**src/rtl/div_iter_impl_if.sv**
```systemverilog
// div_iter_impl_if: operand/result handshake bundle between execute control and the iterative divider
interface div_iter_impl_if #(parameter int WIDTH = 32);
  logic             flush;
  logic             in_valid;
  logic             in_ready;
  logic [WIDTH-1:0] in_a;
  logic [WIDTH-1:0] in_b;
  logic [1:0]       in_op;
  logic             out_valid;
  logic             out_ready;
  logic [WIDTH-1:0] out_result;
  logic             busy;
  modport master (
    output flush, in_valid, in_a, in_b, in_op, out_ready,
    input  in_ready, out_valid, out_result, busy
  );
  modport slave (
    input  flush, in_valid, in_a, in_b, in_op, out_ready,
    output in_ready, out_valid, out_result, busy
  );
endinterface

```
**src/rtl/div_iter_impl.sv**
```systemverilog
// div_iter_impl: restoring radix-2 divider for RV32M DIV/DIVU/REM/REMU; define DIV_SPECIAL_FAST_EN to short-cut divide-by-zero and signed overflow
module div_iter_impl #(
  parameter int WIDTH = 32
) (
  input logic            clk,
  input logic            rst_n,
  div_iter_impl_if.slave d
);
  localparam int CW = $clog2(WIDTH);
  typedef enum logic [1:0] {IDLE, CALC, FIX, DONE} state_t;
  state_t           state;
  logic [CW-1:0]    cnt;
  logic [WIDTH-1:0] rem, quo, dvs;
  logic             is_rem, neg_q, neg_r, div0;
  logic             sa, sb;
  logic [WIDTH-1:0] mag_a, mag_b, rem_sh, res_q, res_r;
  logic [WIDTH:0]   diff;
  assign sa     = ~d.in_op[0] & d.in_a[WIDTH-1];
  assign sb     = ~d.in_op[0] & d.in_b[WIDTH-1];
  assign mag_a  = sa ? -d.in_a : d.in_a;
  assign mag_b  = sb ? -d.in_b : d.in_b;
  assign rem_sh = {rem[WIDTH-2:0], quo[WIDTH-1]};
  assign diff   = {1'b0, rem_sh} - {1'b0, dvs};
  // Divide-by-zero quotient is forced; its remainder and the overflow case fall out of the sign fix-up naturally.
  assign res_q  = div0 ? '1 : (neg_q ? -quo : quo);
  assign res_r  = neg_r ? -rem : rem;
  assign d.in_ready  = state == IDLE;
  assign d.out_valid = state == DONE;
  assign d.busy      = state != IDLE;
`ifdef DIV_SPECIAL_FAST_EN
  logic             fast;
  logic [WIDTH-1:0] fast_res;
  assign fast     = (d.in_b == '0) | (~d.in_op[0] & (d.in_a == {1'b1, {(WIDTH-1){1'b0}}}) & (d.in_b == '1));
  assign fast_res = d.in_b == '0 ? (d.in_op[1] ? d.in_a : '1) : (d.in_op[1] ? '0 : d.in_a);
`endif
  // Control FSM and datapath: accept, one quotient bit per CALC cycle, sign fix-up, hold result until taken.
  always_ff @(posedge clk or negedge rst_n) begin
    if (!rst_n) begin
      state        <= IDLE;
      cnt          <= '0;
      rem          <= '0;
      quo          <= '0;
      dvs          <= '0;
      is_rem       <= 1'b0;
      neg_q        <= 1'b0;
      neg_r        <= 1'b0;
      div0         <= 1'b0;
      d.out_result <= '0;
    end else if (d.flush) begin
      state <= IDLE;
    end else begin
      case (state)
        IDLE: if (d.in_valid) begin
          is_rem <= d.in_op[1];
          neg_q  <= sa ^ sb;
          neg_r  <= sa;
          div0   <= d.in_b == '0;
          quo    <= mag_a;
          dvs    <= mag_b;
          rem    <= '0;
          cnt    <= CW'(WIDTH - 1);
`ifdef DIV_SPECIAL_FAST_EN
          state        <= fast ? DONE : CALC;
          d.out_result <= fast ? fast_res : d.out_result;
`else
          state  <= CALC;
`endif
        end
        CALC: begin
          rem   <= diff[WIDTH] ? rem_sh : diff[WIDTH-1:0];
          quo   <= {quo[WIDTH-2:0], ~diff[WIDTH]};
          cnt   <= cnt - 1'b1;
          state <= cnt == '0 ? FIX : CALC;
        end
        FIX: begin
          d.out_result <= is_rem ? res_r : res_q;
          state        <= DONE;
        end
        DONE: if (d.out_ready) state <= IDLE;
        default: state <= IDLE;
      endcase
    end
  end
endmodule
```
**src/flat_wrapper.sv**
```systemverilog
// flat-port wrapper written by rule: the top's interface ports become plain ports
module div_iter_impl_flat 
#(
  parameter int WIDTH = 32
)
  (clk, rst_n, d_flush, d_in_valid, d_in_a, d_in_b, d_in_op, d_out_ready, d_in_ready, d_out_valid, d_out_result, d_busy);
  div_iter_impl_if #(.WIDTH(WIDTH)) d_i ();
  input logic clk;
  input logic rst_n;
  input wire logic [$bits(d_i.flush)-1:0] d_flush;
  input wire logic [$bits(d_i.in_valid)-1:0] d_in_valid;
  input wire logic [$bits(d_i.in_a)-1:0] d_in_a;
  input wire logic [$bits(d_i.in_b)-1:0] d_in_b;
  input wire logic [$bits(d_i.in_op)-1:0] d_in_op;
  input wire logic [$bits(d_i.out_ready)-1:0] d_out_ready;
  output wire logic [$bits(d_i.in_ready)-1:0] d_in_ready;
  output wire logic [$bits(d_i.out_valid)-1:0] d_out_valid;
  output wire logic [$bits(d_i.out_result)-1:0] d_out_result;
  output wire logic [$bits(d_i.busy)-1:0] d_busy;
  assign d_i.flush = d_flush;
  assign d_i.in_valid = d_in_valid;
  assign d_i.in_a = d_in_a;
  assign d_i.in_b = d_in_b;
  assign d_i.in_op = d_in_op;
  assign d_i.out_ready = d_out_ready;
  assign d_in_ready = d_i.in_ready;
  assign d_out_valid = d_i.out_valid;
  assign d_out_result = d_i.out_result;
  assign d_busy = d_i.busy;
  div_iter_impl #(.WIDTH(WIDTH)) u_core (.clk(clk), .rst_n(rst_n), .d(d_i));
endmodule
```
**config.mk**
```make
export PLATFORM = sky130hd
export DESIGN_NAME = div_iter_impl_flat
export DESIGN_NICKNAME = d
export VERILOG_FILES = /design/src/rtl/div_iter_impl_if.sv /design/src/rtl/div_iter_impl.sv /design/src/flat_wrapper.sv
export SDC_FILE = /design/constraint.sdc
export NUM_CORES = 1
export LEC_CHECK = 0
export CAP_MARGIN = 20
export CORE_MARGIN = 1
export CORE_UTILIZATION = 35
export CTS_CLUSTER_DIAMETER = 100
export DETAILED_ROUTE_END_ITERATION = 7
export SLEW_MARGIN = 20
export SYNTH_ARGS = -nofsm -noshare
export SYNTH_HDL_FRONTEND = slang
export SYNTH_SLANG_ARGS = --single-unit
```
**constraint.sdc**
```tcl
create_clock -name clk -period 4.47 [get_ports clk]
set_input_delay 0.447 -clock clk [delete_from_list [all_inputs] [get_ports clk]]
set_output_delay 0.447 -clock clk [all_outputs]
set_load 0.01 [all_outputs]
```
### Wiring by layer, run 1

Scale bar: 50 um. Only two layers are drawn.
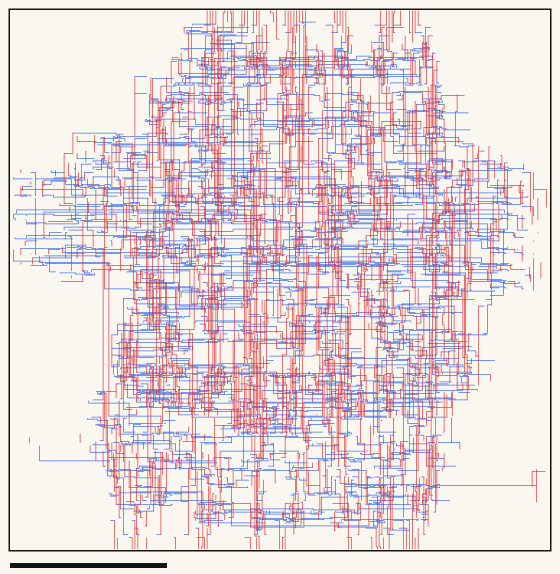
Key: M2 = red [wire length 13300 um]; M1 = blue [wire length 12800 um]

### Placement by cell class, run 1

Scale bar: 50 um.
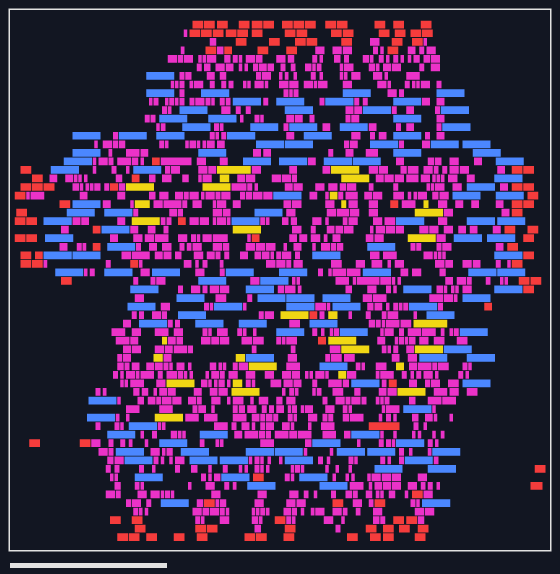
Key: registers = blue [cells 139]; clock drivers and dummy loads = yellow [cells 31]; remaining logic cells = magenta [cells 991]; remaining buffers and delay cells = red [cells 122]
final design utilization: 0.432
register share of the cell area: 0.287
Row Count: 61

==> flow report, run 1 <==
POWER AND IR DROP
------------------------------------------------------------------------------------------
Cell internal power dissipation                                                  0.00384 W
Net load switching power                                                         0.00295 W
Clock power share                                                                    0.210
Sequential power share                                                               0.288
Cell Pwr Density                                                               559 nW/um^2
Max rail drop VDD                                                                   362 uV
Portion of total power attributed to combinational logic                             0.502

CRITICAL PATH
------------------------------------------------------------------------------------------
Category of the critical setup timing path                                      reg -> reg
Gate family responsible for the most delay along the worst path               AND-OR/OR-AND gates
Arrival @ worst endpoint                                                           3.89 ns
Top cell by count, worst path                                                        buf_4
Worst path required time                                                           4.73 ns

FLOORPLANNING
------------------------------------------------------------------------------------------
Number of top-level pins                                                               106
Std-Cell Core Area                                                              28100 um^2
Floorplan die area                                                              29600 um^2
Die Span X                                                                          172 um

CLOCK TREE
------------------------------------------------------------------------------------------
Clock tree from TritonCTS                                                            built
Maximum buffer depth of the clock tree                                                   2
CTS clock-pin slew for the worst setup and hold paths                              0.06 ns
CTS root buf                                                                     clkbuf_16
Clock sinks                                                                            139
Post-CTS sizing                                                                          0

SYNTH
------------------------------------------------------------------------------------------
Count of instantiated cells in the yosys netlist                                      1193
Fraction of registers with async set/reset                                            1.00
Avg Inst Size Synth                                                              8.48 um^2
Post-synth EDFFs                                                                         0
Largest cells by area after synthesis                                         dfrtp_1, o21ai_0, xor2_1, xnor2_1, ha_1
Top comb family, area                                                         AND-OR/OR-AND gates
Area share of the largest cell type after synthesis                                  0.344
Cell accounting for the most synthesized area                                      dfrtp_1
Distinct cells, synth                                                                   64
Simple-gate share of the synthesized area                                            0.155
Share of synthesized cell area in full adder, half adder and majority cells         0.0502
Post-synthesis share of cell area spent on xor and xnor gates                        0.127
Post-synth net total                                                                  1304

DRT
------------------------------------------------------------------------------------------
DRC violation count after routing                                                        0
Routed vias/inst                                                                      5.47
Initial drt markers                                                                    551
Final routed wirelength across all metal layers                                    27.8 mm
Number of routed nets with antenna violations                                            0

PLACE
------------------------------------------------------------------------------------------
I/O Buffers                                                                            105

GRT
------------------------------------------------------------------------------------------
Via count of the first global-routing pass                                            8984
Initial antenna violation count                                                          0
Combined global-route utilization of all metal layers                                0.198

WORST HOLD PATH
------------------------------------------------------------------------------------------
Hold Crit Class                                                                in -> async

JOB
------------------------------------------------------------------------------------------
Total tool warning count                                                                29
Number of max-capacitance violations reported                                            0

STA
------------------------------------------------------------------------------------------
Maximum clock skew at final layout                                               0.0106 ns
Final worst-path cycle share                                                         0.814
Number of pins with negative max-slew slack in the final report                          0
Setup repair after global routing missed its margin                                     no
Maximum clock rate                                                                 275 MHz

LAYOUT
------------------------------------------------------------------------------------------
Number of inserted filler cells in the final layout                                   2868
Area growth from synthesis to final layout                                           20.1%
Fin area                                                                        12100 um^2
Most numerous logic cell after layout                                              o21ai_0
Non-filler cells, final                                                               1661

OUTCOME
------------------------------------------------------------------------------------------
Outcome                                                                       complete, no violations

### Supply network, run 1

Scale bar: 50 um. Pins as bars on the die edge. Tap cells in grey.
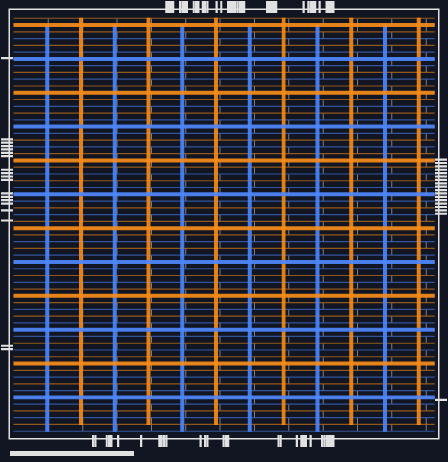
Key: VSS = blue; VDD = orange
The core has 61 rows. 12 straps on met5. 378 tap cells. 106 signal pins sit on the boundary.

-- run 1: layout make-up --
cell class              instances  area [um^2]  share of cell area
repair buffers                122         1200              0.0991
flip-flops and latches        139         3480               0.287
clock buffers                  18          439              0.0362
well taps                     378          473              0.0390
multi-input cells             939         6210               0.512
clock inverters                13          141              0.0116
inverters                      52          195              0.0161
-- run 1: per-stage QoR --
stage	hold slack (ns)	worst slack [ns]	util
finish	0.474	0.832	0.432
global route	0.490	0.539	0.432
CTS	0.198	0.803	0.431
detailed placement	0.466	0.859	0.410
global placement	0.463	0.991	0.410
floorplan	0.151	1.21	-
-- run 1: what timing repair did --
item / CTS / global route
setup buffers: 0 / 0
endpoints found under the hold margin: 0 / 30
setup endpoints to repair: 0 / 0
hold buffers: 0 / 1
-- run 1: cell families after synthesis --
logic type,count (synthesis)
xor gates and xnor gates,147
adders and majority gates,40
muxes,23
DFF,139
AOI/OAI and AO/OA,399
and+or+nand+nor,330
buffers and inverters,115
-- run 1: path summary, 6_finish.rpt --
path                       slack (ns)  cells past startpoint               startpoint                      end
max                              0.83                     14           u_core.quo[31]            u_core.rem[6]
min                              0.47                      2                    rst_n            u_core.dvs[8]
max reg2reg                      0.83                     14           u_core.quo[31]            u_core.rem[6]
min reg2reg                      0.48                      1  u_core.d.out_result[13]  u_core.d.out_result[13]
max in group asynchronous        2.86                      4                    rst_n   u_core.d.out_result[6]
min in group clk                 0.48                      1  u_core.d.out_result[13]  u_core.d.out_result[13]
-- run 1: routing by layer --
layer,up-vias,GRT usage,wire length (um)
met5,-,0,0
met4,0,0.0758,823
met3,46,0.0300,800
met2,169,0.327,13300
met1,4407,0.259,12800
li1,4457,-,-
-- run 1: flip-flops by register name, summed over array words and instances, names as in the netlist --
signal	flops
u_core.quo	32
u_core.is_rem	1
u_core.div0	1
u_core.neg_r	1
u_core.state	2
u_core.cnt	5
u_core.dvs	32
u_core.d.out_result	32
u_core.neg_q	1
u_core.rem	32
-- run 1: synthesized netlist by cell type (13+ instances only) --
cell type	count
mux2i_1	23
a21oi_1	57
nand3_1	13
a211oi_1	13
ha_1	39
xnor2_1	67
o31ai_1	22
nor3_1	18
dfrtp_1	139
a221oi_1	22
nor2_1	79
clkbuf_1	54
o21ai_0	145
xor2_1	80
a22oi_1	21
nand2_1	130
nand2b_1	14
inv_1	52
a21o_1	47
-- run 1: worst reg2reg max path, cell delays in order, from the launching register on --
cell,delay (ns)
dfrtp_1,0.35
inv_1,0.10
ha_1,0.21
fa_1,0.39
nand2b_1,0.18
a211oi_1,0.22
nor3b_1,0.14
o31ai_2,0.25
buf_4,0.18
a32o_1,0.21
a31oi_1,0.17
o21ai_2,0.45
buf_4,0.30
mux2i_1,0.21
o21ai_0,0.11
-- run 1: power by group through the flow --
stage                     registers [W]  logic, W  clock network [W]
after global placement          0.00197   0.00333                  0
after global routing            0.00200   0.00384            0.00150
final                           0.00195   0.00341            0.00142
after CTS                       0.00195   0.00339            0.00145
after floorplan                 0.00180   0.00261                  0
after detailed placement        0.00197   0.00337                  0
### Clock network drawn from the DEF, run 1

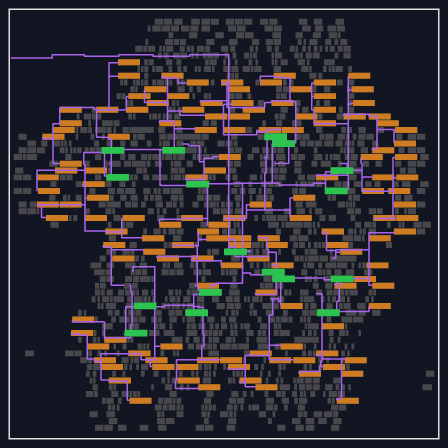

==> run 2: changes to the inputs <==
clock period = 3.64 ns   (was 4.47 ns; I/O delays follow)
### Clock network drawn from the DEF, run 2

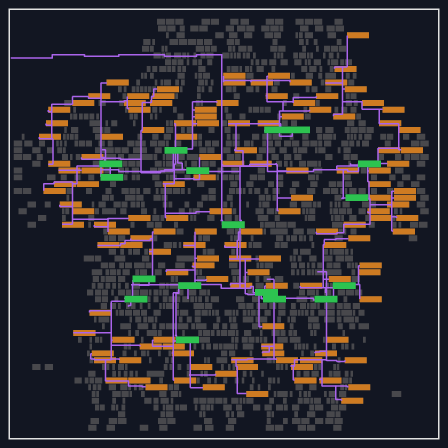
Key: clock wires = purple [length 2040 um]; flip-flops = orange [count 139]; clock-net drivers = green [count 17]
Position of the flops: spread over the die.

### Wiring by layer, run 2

Scale bar: 50 um. Only two layers are drawn.
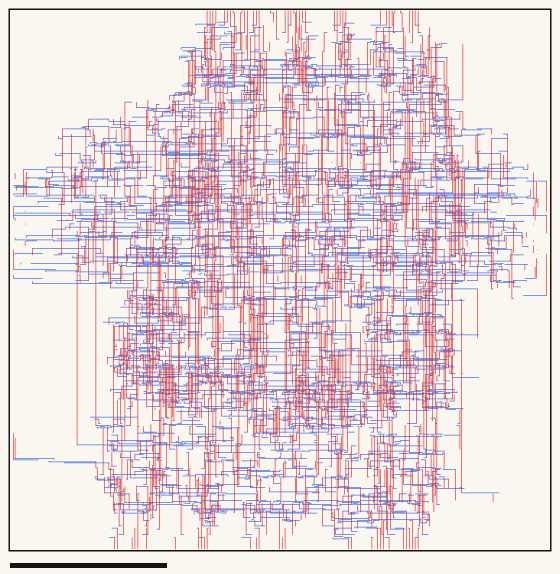
Key: M1 = blue [wire length 12800 um]; M2 = red [wire length 13600 um]

### Supply network, run 2

Scale bar: 50 um. Pins as bars on the die edge. Tap cells in grey.
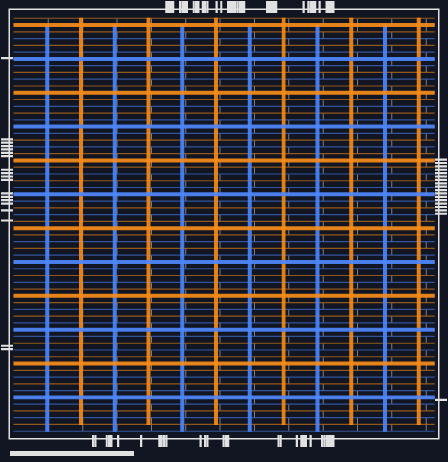
Key: VDD = orange; VSS = blue
106 signal pins sit on the boundary. 12 straps on met5.

==> run 2 against run 1 <==
The run now ends with hold timing left. Clock skew decreased by 0.00094 ns. Critical endpoint is now u_core.rem[22]. Worst hold slack got worse by 0.50 ns. Global-route usage decreased by 0.20 points. Synthesized area unchanged. Cell count increased by 0.66%. Non-clock buffer count increased by 10. Via count increased by 0.12%. Sequential cell count unchanged. Critical path depth decreased by 1.
==> flow report, run 2 <==
SYNTH
---------------------------------------------------------------------------------
Yosys-reported design area after synthesis                             10100 um^2   unchanged
Area share of the largest cell type after synthesis                         0.344   unchanged
Post-synthesis instance area                                           10100 um^2   unchanged
Sequential fraction of the synthesis area                                   0.344   unchanged
Number of instances in the synthesized netlist                               1193   unchanged
Avg Inst Size Synth                                                     8.48 um^2   unchanged
Largest cells by area after synthesis                                dfrtp_1, o21ai_0, xor2_1, xnor2_1, ha_1   unchanged
Count of instantiated cells in the yosys netlist                             1193   unchanged
Fraction of registers with async set/reset                                   1.00   unchanged
Library cell with the highest instance count after synthesis              o21ai_0   unchanged
Post-synth net total                                                         1304   unchanged
Synth Register Bits                                                           139   unchanged
Cell accounting for the most synthesized area                             dfrtp_1   unchanged
Post-synth EDFFs                                                                0   unchanged
Distinct cells, synth                                                          64   unchanged
Top cells by count                                                   o21ai_0, dfrtp_1, nand2_1   unchanged

STA
---------------------------------------------------------------------------------
Number of pins with negative max-slew slack in the final report                 0   unchanged
Maximum clock skew at final layout                                     0.00962 ns   was 0.0106 ns
Post-Route Hold Slack                                                  -0.0270 ns   was 0.474 ns
Worst-case headroom to the max-slew limit                                   0.324   was 0.262
Hold violation count in the final report                                       10   was 0
Setup-violating endpoint count in the final report                              0   unchanged
Maximum clock rate                                                        297 MHz   was 275 MHz
Final worst-path cycle share                                                0.925   was 0.814

CRITICAL PATH
---------------------------------------------------------------------------------
Reg2Reg Capture Point                                                u_core.rem[22]   was u_core.rem[6]
Worst path required time                                                  3.97 ns   was 4.73 ns
Category of the critical setup timing path                             reg -> reg   unchanged
Critical path depth in cells                                                   13   was 14
CP startpoint kind                                                           flop   unchanged
Source of the critical timing path                                   u_core.quo[31]   unchanged
Worst reg-to-reg setup slack                                              0.27 ns   was 0.83 ns
Critical Path Sink                                                   u_core.rem[22]   was u_core.rem[6]
Buffers and inverters on the worst path                                         2   was 3
Launch instance of the worst register-to-register path               u_core.quo[31]   unchanged
Depth of the worst register-to-register path                                   13   was 14
Crit. End Element                                                            flop   unchanged
Delay of the slowest cell on the worst path                               0.39 ns   was 0.45 ns
Gate family responsible for the most delay along the worst path      AND-OR/OR-AND gates   unchanged
Arrival @ worst endpoint                                                  3.69 ns   was 3.89 ns

POWER AND IR DROP
---------------------------------------------------------------------------------
Clock power share                                                           0.209   was 0.210
Sequential power share                                                      0.284   was 0.288
Reported leakage power                                                    5.40 nW   was 5.34 nW
Net load switching power                                                0.00364 W   was 0.00295 W
Sw frac                                                                     0.431   was 0.434
Cell internal power dissipation                                         0.00481 W   was 0.00384 W
Max rail drop VDD                                                          413 uV   was 362 uV
Portion of total power attributed to combinational logic                    0.507   was 0.502
Total power                                                             0.00845 W   was 0.00679 W
Cell Pwr Density                                                      691 nW/um^2   was 559 nW/um^2

CLOCK TREE
---------------------------------------------------------------------------------
CTS root buf                                                            clkbuf_16   unchanged
Source-to-sink clock delay at the later pin of the worst-skew pair        0.43 ns   was 0.42 ns
Maximum buffer depth of the clock tree                                          2   unchanged
Clock sinks                                                                   139   unchanged
H-tree lvl count                                                                4   unchanged
CTS clock-pin slew for the worst setup and hold paths                     0.06 ns   about the same
CTS Buf Count                                                                  17   unchanged
Clock tree from TritonCTS                                                   built   unchanged

LAYOUT
---------------------------------------------------------------------------------
Fin area                                                               12200 um^2   was 12100 um^2
Number of antenna repair diodes                                                 0   unchanged
Final-stage net count                                                        1392   was 1382
Area growth from synthesis to final layout                                  21.0%   was 20.1%
Most numerous logic cell after layout                                     o21ai_0   unchanged
Fraction of layout cells with a size suffix above 1                        0.0618   was 0.0546

GRT
---------------------------------------------------------------------------------
Via count of the first global-routing pass                                   8757   was 8984
Maximum number of pins on one net before global-route repair                   84   was 106
Global-route wire length before repair                                    45.7 mm   was 46.3 mm
Initial antenna violation count                                                 0   unchanged
Combined global-route utilization of all metal layers                       0.196   was 0.198
Global route total overflow                                                     0   unchanged

PLACE
---------------------------------------------------------------------------------
HPWL Detailed                                                             20.9 mm   was 20.6 mm
Gpl congestion                                                              0.896   was 0.844
I/O Buffers                                                                   105   unchanged

FLOORPLANNING
---------------------------------------------------------------------------------
Die Span X                                                                 172 um   unchanged
Floorplan die area                                                     29600 um^2   unchanged
Row Count                                                                      61   unchanged
Number of top-level pins                                                      106   unchanged
Std-Cell Core Area                                                     28100 um^2   unchanged

OUTCOME
---------------------------------------------------------------------------------
Violations in the final reports                                       hold timing
Outcome                                                              finished, violations left   was complete, no violations

DRT
---------------------------------------------------------------------------------
Number of routed nets with antenna violations                                   0   unchanged
Drt wl/cell                                                               16.7 um   about the same
Final routed wirelength across all metal layers                           27.9 mm   was 27.8 mm
Routed vias/inst                                                             5.44   was 5.47
Detailed-router iteration count before antenna repair                           7   was 5
Vias                                                                         9090   was 9079
DRC violation count after routing                                               0   unchanged
Initial drt markers                                                           628   was 551

JOB
---------------------------------------------------------------------------------
Total tool warning count                                                       28   was 29
Number of max-capacitance violations reported                                   0   unchanged

WORST HOLD PATH
---------------------------------------------------------------------------------
Hold Crit Class                                                       in -> async   unchanged

==> run 2: netlist changes by cell type in the layout (fill, tap and decap cells not counted), sizes merged <==
| cell | change |
|---|---|
| buf | +11 |
| dlygate4sd3 | -1 |
| clkinvlp | -1 |
| clkbuf | +2 |
==> run 2: timing repair <==
item                       4_1_cts  5_1_grt
buffers inserted                 0        2
setup endpoints to repair        0       20
resized                          0        1
hold buffers                     0        0
==> run 2: kinds of logic (layout without fill, tap and decap cells) <==
family / Yosys count / after routing / synth area share
buffers and inverters: 115 / 216 / 0.0433
AND-OR/OR-AND: 399 / 399 / 0.257
flip-flops: 139 / 139 / 0.344
adder cells (fa/ha/maj): 40 / 40 / 0.0502
XOR/XNOR: 147 / 147 / 0.127
multiplexers: 23 / 23 / 0.0228
AND/OR/NAND/NOR: 330 / 330 / 0.155
==> run 2: worst min path at each step <==
stage / from / to / slack, ns
final: rst_n / u_core.dvs[8] / -0.03
after floorplan: rst_n / u_core.cnt[0] / 0.07
after global placement: u_core.d.out_result[13] / u_core.d.out_result[13] / 0.46
after global routing: rst_n / u_core.dvs[8] / 0.04
after detailed placement: rst_n / u_core.dvs[8] / 0.46
after CTS: rst_n / u_core.dvs[8] / 0.008
==> run 2: area by class of cell <==
class / instances / area [um^2]
repair buffers: 132 / 1280
well taps: 378 / 473
clock buffers: 20 / 457
fillers: 2830 / 15900
flip-flops and latches: 139 / 3480
multi-input cells: 939 / 6200
clock inverters: 12 / 138
inverters: 52 / 195
==> run 2: per-layer routing <==
| metal | up-vias | share of wire | track usage |
|---|---|---|---|
| met2 | 185 | 0.49 | 0.325 |
| met1 | 4395 | 0.46 | 0.260 |
| met3 | 37 | 0.036 | 0.0325 |
| met5 | - | 0 | 0 |
| met4 | 0 | 0.021 | 0.0573 |
| li1 | 4473 | - | - |
==> run 2: metrics by stage <==
stage,TNS (ns),utilization,setup WS [ns],std cells
floorplan,0,-,0.376,1193
global placement,0,0.414,0.389,1638
detailed placement,0,0.414,0.277,1638
CTS,0,0.435,0.242,1670
global route,-0.0116,0.435,-0.0100,1672
finish,0,0.435,0.272,1672
==> run 2: power groups by stage <==
stage | logic [W] | clock network (W) | registers, W
global placement | 0.00416 | 0 | 0.00241
floorplan | 0.00320 | 0 | 0.00221
global route | 0.00475 | 0.00186 | 0.00245
finish | 0.00428 | 0.00177 | 0.00240
detailed placement | 0.00418 | 0 | 0.00242
CTS | 0.00423 | 0.00180 | 0.00240
No activity file was given, so power comes from the tool's default toggle rates.
